<file path="src/rtl/ch_state_controller_if.sv">
// ---------------------------------------------------------------------------
// ch_state_pkg / ch_state_controller_if
//
// Purpose : shared state encoding for the channel sampling controller and
//           the trigger decoder, plus the command/status bundle between the
//           channel control logic and ch_state_controller.
//
// Interface signals (CNT_W = sample-window counter width):
//   start         control -> ctrl  begin a sampling window (INIT only)
//   stop          control -> ctrl  end a sampling window early
//   mode[2:0]     control -> ctrl  buffer select, captured on accepted start
//   sample_len    control -> ctrl  window length in cycles, 0 = until stop
//   readout_req   control -> ctrl  request readout (STOPPED only)
//   readout_done  control -> ctrl  readout finished (READOUT only)
//   rotate        control -> ctrl  fast-buffer rotation, only when the
//                                  CH_ROTATE_EN macro is defined
//   current_state ctrl -> control  registered state to the trigger decoder
//   busy          ctrl -> control  high whenever current_state != INIT
//   window_done   ctrl -> control  one-cycle pulse on entry to STOPPED
//   sample_count  ctrl -> control  cycles elapsed in the current window
//
// Modports: master = channel control logic, slave = ch_state_controller.
// ---------------------------------------------------------------------------
package ch_state_pkg;

  typedef enum logic [3:0] {
    STATE_INIT             = 4'd0,
    STATE_SAMPLING_A       = 4'd1,
    STATE_SAMPLING_B       = 4'd2,
    STATE_SAMPLING_C       = 4'd3,
    STATE_SAMPLING_D       = 4'd4,
    STATE_SAMPLING_E       = 4'd5,
    STATE_SAMPLING_A_AND_B = 4'd6,
    STATE_SAMPLING_C_AND_D = 4'd7,
    STATE_SAMPLING_ALL     = 4'd8,
    STATE_STOPPED          = 4'd9,
    STATE_READOUT          = 4'd10
  } state_t;

endpackage

interface ch_state_controller_if #(
  parameter int CNT_W = 16
);
  import ch_state_pkg::*;

  logic             start;
  logic             stop;
  logic [2:0]       mode;
  logic [CNT_W-1:0] sample_len;
  logic             readout_req;
  logic             readout_done;
`ifdef CH_ROTATE_EN
  logic             rotate;
`endif
  state_t           current_state;
  logic             busy;
  logic             window_done;
  logic [CNT_W-1:0] sample_count;

  modport master (
    output start, stop, mode, sample_len, readout_req, readout_done,
`ifdef CH_ROTATE_EN
    output rotate,
`endif
    input  current_state, busy, window_done, sample_count
  );

  modport slave (
    input  start, stop, mode, sample_len, readout_req, readout_done,
`ifdef CH_ROTATE_EN
    input  rotate,
`endif
    output current_state, busy, window_done, sample_count
  );

endinterface

</file>
<file path="src/rtl/ch_state_controller.sv">
// ---------------------------------------------------------------------------
// ch_state_controller
//
// Purpose : per-channel sampling state machine. Runs a programmable sampling
//           window on the selected buffer set, then sequences through
//           STOPPED and READOUT back to INIT. Its registered state feeds the
//           channel trigger decoder.
//
// Ports:
//   clk   channel clock, rising edge
//   rst   synchronous active-high reset
//   bus   ch_state_controller_if.slave (commands in, state/status out)
//
// Optional feature: define CH_ROTATE_EN to add the `rotate` input. With
// rotate captured high, a fast-buffer window (A..D) with non-zero length
// steps A->B->C->D on each expiry instead of stopping; expiry in D stops.
// ---------------------------------------------------------------------------
module ch_state_controller
  import ch_state_pkg::*;
#(
  parameter int CNT_W = 16
) (
  input logic                   clk,
  input logic                   rst,
  ch_state_controller_if.slave  bus
);

  state_t           state_reg, state_next;
  logic [CNT_W-1:0] count_reg, count_next;
  logic [CNT_W-1:0] len_reg,   len_next;
  logic             busy_reg,  busy_next;
  logic             done_reg,  done_next;
  logic             sampling;
  logic             expired;
`ifdef CH_ROTATE_EN
  // The sampling state already encodes the active buffer; the captured mode
  // is only needed to decide whether rotation is allowed.
  logic [2:0]       mode_reg,   mode_next;
  logic             rotate_reg, rotate_next;
`endif

  function automatic state_t mode_to_state(input logic [2:0] m);
    case (m)
      3'd0:    return STATE_SAMPLING_A;
      3'd1:    return STATE_SAMPLING_B;
      3'd2:    return STATE_SAMPLING_C;
      3'd3:    return STATE_SAMPLING_D;
      3'd4:    return STATE_SAMPLING_E;
      3'd5:    return STATE_SAMPLING_A_AND_B;
      3'd6:    return STATE_SAMPLING_C_AND_D;
      default: return STATE_SAMPLING_ALL;
    endcase
  endfunction

  always_comb begin
    state_next = state_reg;
    count_next = count_reg;
    len_next   = len_reg;
    sampling   = 1'b0;
    expired    = 1'b0;
`ifdef CH_ROTATE_EN
    mode_next   = mode_reg;
    rotate_next = rotate_reg;
`endif
    case (state_reg)
      STATE_INIT: begin
        if (bus.start) begin
          state_next = mode_to_state(bus.mode);
          len_next   = bus.sample_len;
          count_next = '0;
`ifdef CH_ROTATE_EN
          mode_next   = bus.mode;
          rotate_next = bus.rotate;
`endif
        end
      end
      STATE_SAMPLING_A, STATE_SAMPLING_B, STATE_SAMPLING_C,
      STATE_SAMPLING_D, STATE_SAMPLING_E, STATE_SAMPLING_A_AND_B,
      STATE_SAMPLING_C_AND_D, STATE_SAMPLING_ALL: begin
        sampling = 1'b1;
        expired  = (len_reg != '0) && (count_reg == len_reg - CNT_W'(1));
        if (bus.stop) begin
          state_next = STATE_STOPPED;
        end else if (expired) begin
          state_next = STATE_STOPPED;
`ifdef CH_ROTATE_EN
          // Rotation only ever starts from a fast buffer, so the state
          // here is one of A..D; D has no successor and stops.
          if (rotate_reg && (mode_reg <= 3'd3)) begin
            case (state_reg)
              STATE_SAMPLING_A: begin state_next = STATE_SAMPLING_B; count_next = '0; end
              STATE_SAMPLING_B: begin state_next = STATE_SAMPLING_C; count_next = '0; end
              STATE_SAMPLING_C: begin state_next = STATE_SAMPLING_D; count_next = '0; end
              default:          state_next = STATE_STOPPED;
            endcase
          end
`endif
        end else if (count_reg != '1) begin
          // Saturates only in free-running (L=0) windows; a bounded window
          // always expires before reaching all-ones.
          count_next = count_reg + CNT_W'(1);
        end
      end
      STATE_STOPPED: begin
        if (bus.readout_req) state_next = STATE_READOUT;
      end
      STATE_READOUT: begin
        if (bus.readout_done) begin
          state_next = STATE_INIT;
          count_next = '0;
        end
      end
      default: begin
        state_next = STATE_INIT;
        count_next = '0;
      end
    endcase
    busy_next = (state_next != STATE_INIT);
    done_next = sampling && (state_next == STATE_STOPPED);
  end

  always_ff @(posedge clk) begin
    if (rst) begin
      state_reg <= STATE_INIT;
      count_reg <= '0;
      len_reg   <= '0;
      busy_reg  <= 1'b0;
      done_reg  <= 1'b0;
`ifdef CH_ROTATE_EN
      mode_reg   <= '0;
      rotate_reg <= 1'b0;
`endif
    end else begin
      state_reg <= state_next;
      count_reg <= count_next;
      len_reg   <= len_next;
      busy_reg  <= busy_next;
      done_reg  <= done_next;
`ifdef CH_ROTATE_EN
      mode_reg   <= mode_next;
      rotate_reg <= rotate_next;
`endif
    end
  end

  assign bus.current_state = state_reg;
  assign bus.busy          = busy_reg;
  assign bus.window_done   = done_reg;
  assign bus.sample_count  = count_reg;

endmodule

</file>
<file path="src/flat_wrapper.sv">
// flat-port wrapper written by rule: the top's interface ports become plain ports
module ch_state_controller_flat import ch_state_pkg::*;
#(
  parameter int CNT_W = 16
)
  (clk, rst, bus_start, bus_stop, bus_mode, bus_sample_len, bus_readout_req, bus_readout_done, bus_current_state, bus_busy, bus_window_done, bus_sample_count);
  ch_state_controller_if #(.CNT_W(CNT_W)) bus_i ();
  input logic clk;
  input logic rst;
  input wire logic [$bits(bus_i.start)-1:0] bus_start;
  input wire logic [$bits(bus_i.stop)-1:0] bus_stop;
  input wire logic [$bits(bus_i.mode)-1:0] bus_mode;
  input wire logic [$bits(bus_i.sample_len)-1:0] bus_sample_len;
  input wire logic [$bits(bus_i.readout_req)-1:0] bus_readout_req;
  input wire logic [$bits(bus_i.readout_done)-1:0] bus_readout_done;
  output wire logic [$bits(bus_i.current_state)-1:0] bus_current_state;
  output wire logic [$bits(bus_i.busy)-1:0] bus_busy;
  output wire logic [$bits(bus_i.window_done)-1:0] bus_window_done;
  output wire logic [$bits(bus_i.sample_count)-1:0] bus_sample_count;
  assign bus_i.start = bus_start;
  assign bus_i.stop = bus_stop;
  assign bus_i.mode = bus_mode;
  assign bus_i.sample_len = bus_sample_len;
  assign bus_i.readout_req = bus_readout_req;
  assign bus_i.readout_done = bus_readout_done;
  assign bus_current_state = bus_i.current_state;
  assign bus_busy = bus_i.busy;
  assign bus_window_done = bus_i.window_done;
  assign bus_sample_count = bus_i.sample_count;
  ch_state_controller #(.CNT_W(CNT_W)) u_core (.clk(clk), .rst(rst), .bus(bus_i));
endmodule
</file>
<file path="config.mk">
export PLATFORM = sky130hd
export DESIGN_NAME = ch_state_controller_flat
export DESIGN_NICKNAME = d
export VERILOG_FILES = /design/src/rtl/ch_state_controller_if.sv /design/src/rtl/ch_state_controller.sv /design/src/flat_wrapper.sv
export SDC_FILE = /design/constraint.sdc
export NUM_CORES = 1
export LEC_CHECK = 0
export CELL_PAD_IN_SITES_DETAIL_PLACEMENT = 1
export CELL_PAD_IN_SITES_GLOBAL_PLACEMENT = 2
export CORE_MARGIN = 2
export CORE_UTILIZATION = 33
export DETAILED_ROUTE_END_ITERATION = 16
export PLACE_DENSITY = 0.83
export SLEW_MARGIN = 30
export SYNTH_ARGS = -nofsm -noshare
export SYNTH_HDL_FRONTEND = slang
export SYNTH_SLANG_ARGS = --single-unit
</file>
<file path="constraint.sdc">
create_clock -name clk -period 5.05 [get_ports clk]
set_input_delay 1.01 -clock clk [delete_from_list [all_inputs] [get_ports clk]]
set_output_delay 1.01 -clock clk [all_outputs]
set_load 0.05 [all_outputs]
</file>
==> images/m1.png <==
Supply wires on this layer in grey.
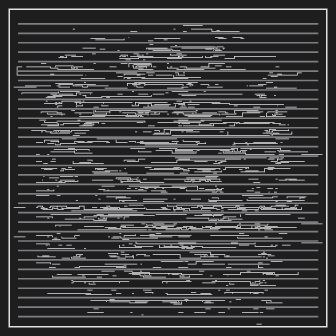
nets with wire on the layer = 341
share of all routed wire = 48%
longest straight run = 38.6 um
vias post-DR: 2386
GR met1 Demand/Resource: 22.7%
wirelength, routed: 6.98 mm

==> results_slide.txt <==
Synthesis and Place & Route Summary

Status
  • Status: finished clean

STA
  • Clock skew: slightly below 9 ps
  • Relative slew margins: approximately 39%

Clock tree
  • Root buffer cell: sky130_fd_sc_hd__clkbuf_8

Placed design
  • Number of buffers added on ports: 46

Hold path
  • Hold Path Depth: 2

Worst setup path
  • Reg2Reg Depth: 10
  • Critical path data required time: 5290 ps
  • Crit path capture type: flop

Power
  • Fraction of power consumed by sequential logic: 30.9%
  • Internal power consumption: 760 uW
  • Comb pwr share: between 50% and 60%
  • Proportion of power drawn by the clock network: 18.7%

Synth
  • Prevailing post-synth register cell: sky130_fd_sc_hd__dfxtp_1
  • Cell taking the most area after synthesis: sky130_fd_sc_hd__dfxtp_1
  • Yosys cell count: 312
  • Multiplexer share of the synthesized area: 0%
  • XORs/XNORs by Area: 8.41%
  • Top logic cell family in the synthesized netlist: simple AND/OR/NAND/NOR gates
  • Sequential area share after synthesis: 30.4%

Floorplan
  • Placement Rows: 31
  • Die height: 91.0 um
  • Placeable Area: between 7000 and 8000 um^2

GRT
  • Antenna violations before repair: 0
  • Via count of the first global-routing pass: 2383

Run
  • OpenROAD warning count: 29

Route
  • Remaining DRCs: 0
==> images/m2.png <==
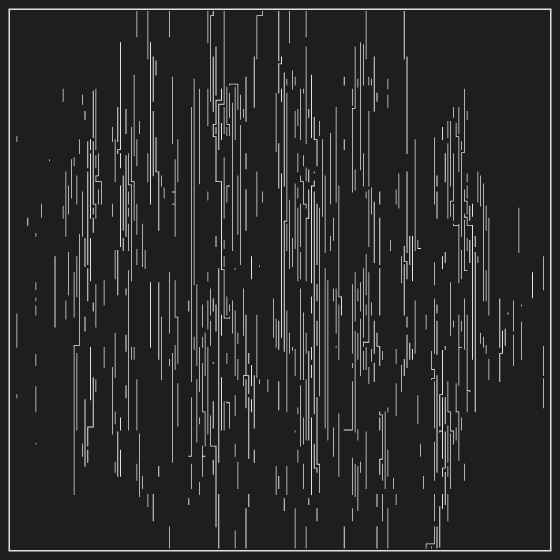
share of all routed wire = 48%
wire length on this layer = 3340 um
nets with wire on the layer = 330
main direction = vertical
met2 Use GR: 30.6%

## layer usage
metal	track usage (%)	vias up	routed length (um)
met5	0	-	0
met1	22.7	1147	3350
met3	2.57	6	215
li1	-	1196	-
met2	30.6	37	3340
met4	4.55	0	76
## cell type report
cell class	count	area, um^2
inverters	13	48.8
multi-input cells	242	1580
well taps	99	124
clock inverters	3	40.0
flip-flops and latches	38	761
fillers	912	4210
repair buffers	46	460
clock buffers	5	68.8
## cell usage in the layout, fill, tap and decap left out, types with 5 or more instances in the layout
master,netlist,final
sky130_fd_sc_hd__nand3_1,8,8
sky130_fd_sc_hd__a31o_2,6,6
sky130_fd_sc_hd__ha_1,6,6
sky130_fd_sc_hd__clkbuf_8,0,5
sky130_fd_sc_hd__nor2_1,17,17
sky130_fd_sc_hd__nand4_1,8,8
sky130_fd_sc_hd__a21oi_2,7,7
sky130_fd_sc_hd__xnor2_1,20,20
sky130_fd_sc_hd__clkdlybuf4s50_1,0,46
sky130_fd_sc_hd__dfxtp_1,38,38
sky130_fd_sc_hd__inv_1,13,13
sky130_fd_sc_hd__or3_1,10,10
sky130_fd_sc_hd__a21oi_1,25,25
sky130_fd_sc_hd__nor3_1,10,10
sky130_fd_sc_hd__nand2_1,49,49
## worst max-delay path, stage by stage
cell and delay (ps):
sky130_fd_sc_hd__clkdlybuf4s50_1 410, sky130_fd_sc_hd__or3_1 300, sky130_fd_sc_hd__a21oi_1 150, sky130_fd_sc_hd__a21oi_1 90, sky130_fd_sc_hd__o21ai_0 460, sky130_fd_sc_hd__nand2_1 460
sky130_fd_sc_hd__nor2_1 200, sky130_fd_sc_hd__a31o_2 160
## Yosys cell counts (all sizes together), types with 3 or more instances
master,count
nor2b,3
ha,6
xnor2,20
inv,13
a21o,3
o21ai,10
nand2,50
o31ai,4
nand4,8
buf,7
clkbuf,12
o41ai,3
nor3b,3
a31o,6
a21oi,32
or3,10
dfxtp,38
nor4,8
nand3,8
or4,4
nor3,11
xor2,4
nor2,17
a31oi,4
a211oi,4
## worst max-delay path by stage
stage	depth (start not counted)	end	startpoint	slack, ps
floorplan	8	u_core.bus.sample_count[15]	u_core.bus.current_state[1]	2380
global placement	8	u_core.bus.sample_count[15]	bus_start	1780
detailed placement	8	u_core.bus.sample_count[15]	bus_start	1700
CTS	8	u_core.bus.sample_count[13]	bus_start	2020
global route	10	u_core.bus.sample_count[14]	u_core.len_reg[0]	1740
finish	8	u_core.bus.sample_count[13]	bus_start	2050
## power groups by stage
| stage | Sequential (mW) | Clock, mW | Combinational [mW] |
|---|---|---|---|
| 4_1_cts | 0.432 | 0.267 | 0.708 |
| 3_5_place_dp | 0.438 | 0 | 0.699 |
| 2_1_floorplan | 0.452 | 0 | 0.564 |
| 6_report | 0.431 | 0.260 | 0.704 |
| 5_1_grt | 0.442 | 0.279 | 0.782 |
| 3_3_place_gp | 0.436 | 0 | 0.692 |
## stage by stage
stage / util, % / total power [mW]
finish: 42.2 / 1.40
global route: 42.2 / 1.50
CTS: 42.2 / 1.41
global placement: 40.8 / 1.13
detailed placement: 40.8 / 1.14
floorplan: - / 1.02
No activity file was given, so power comes from the tool's default toggle rates.
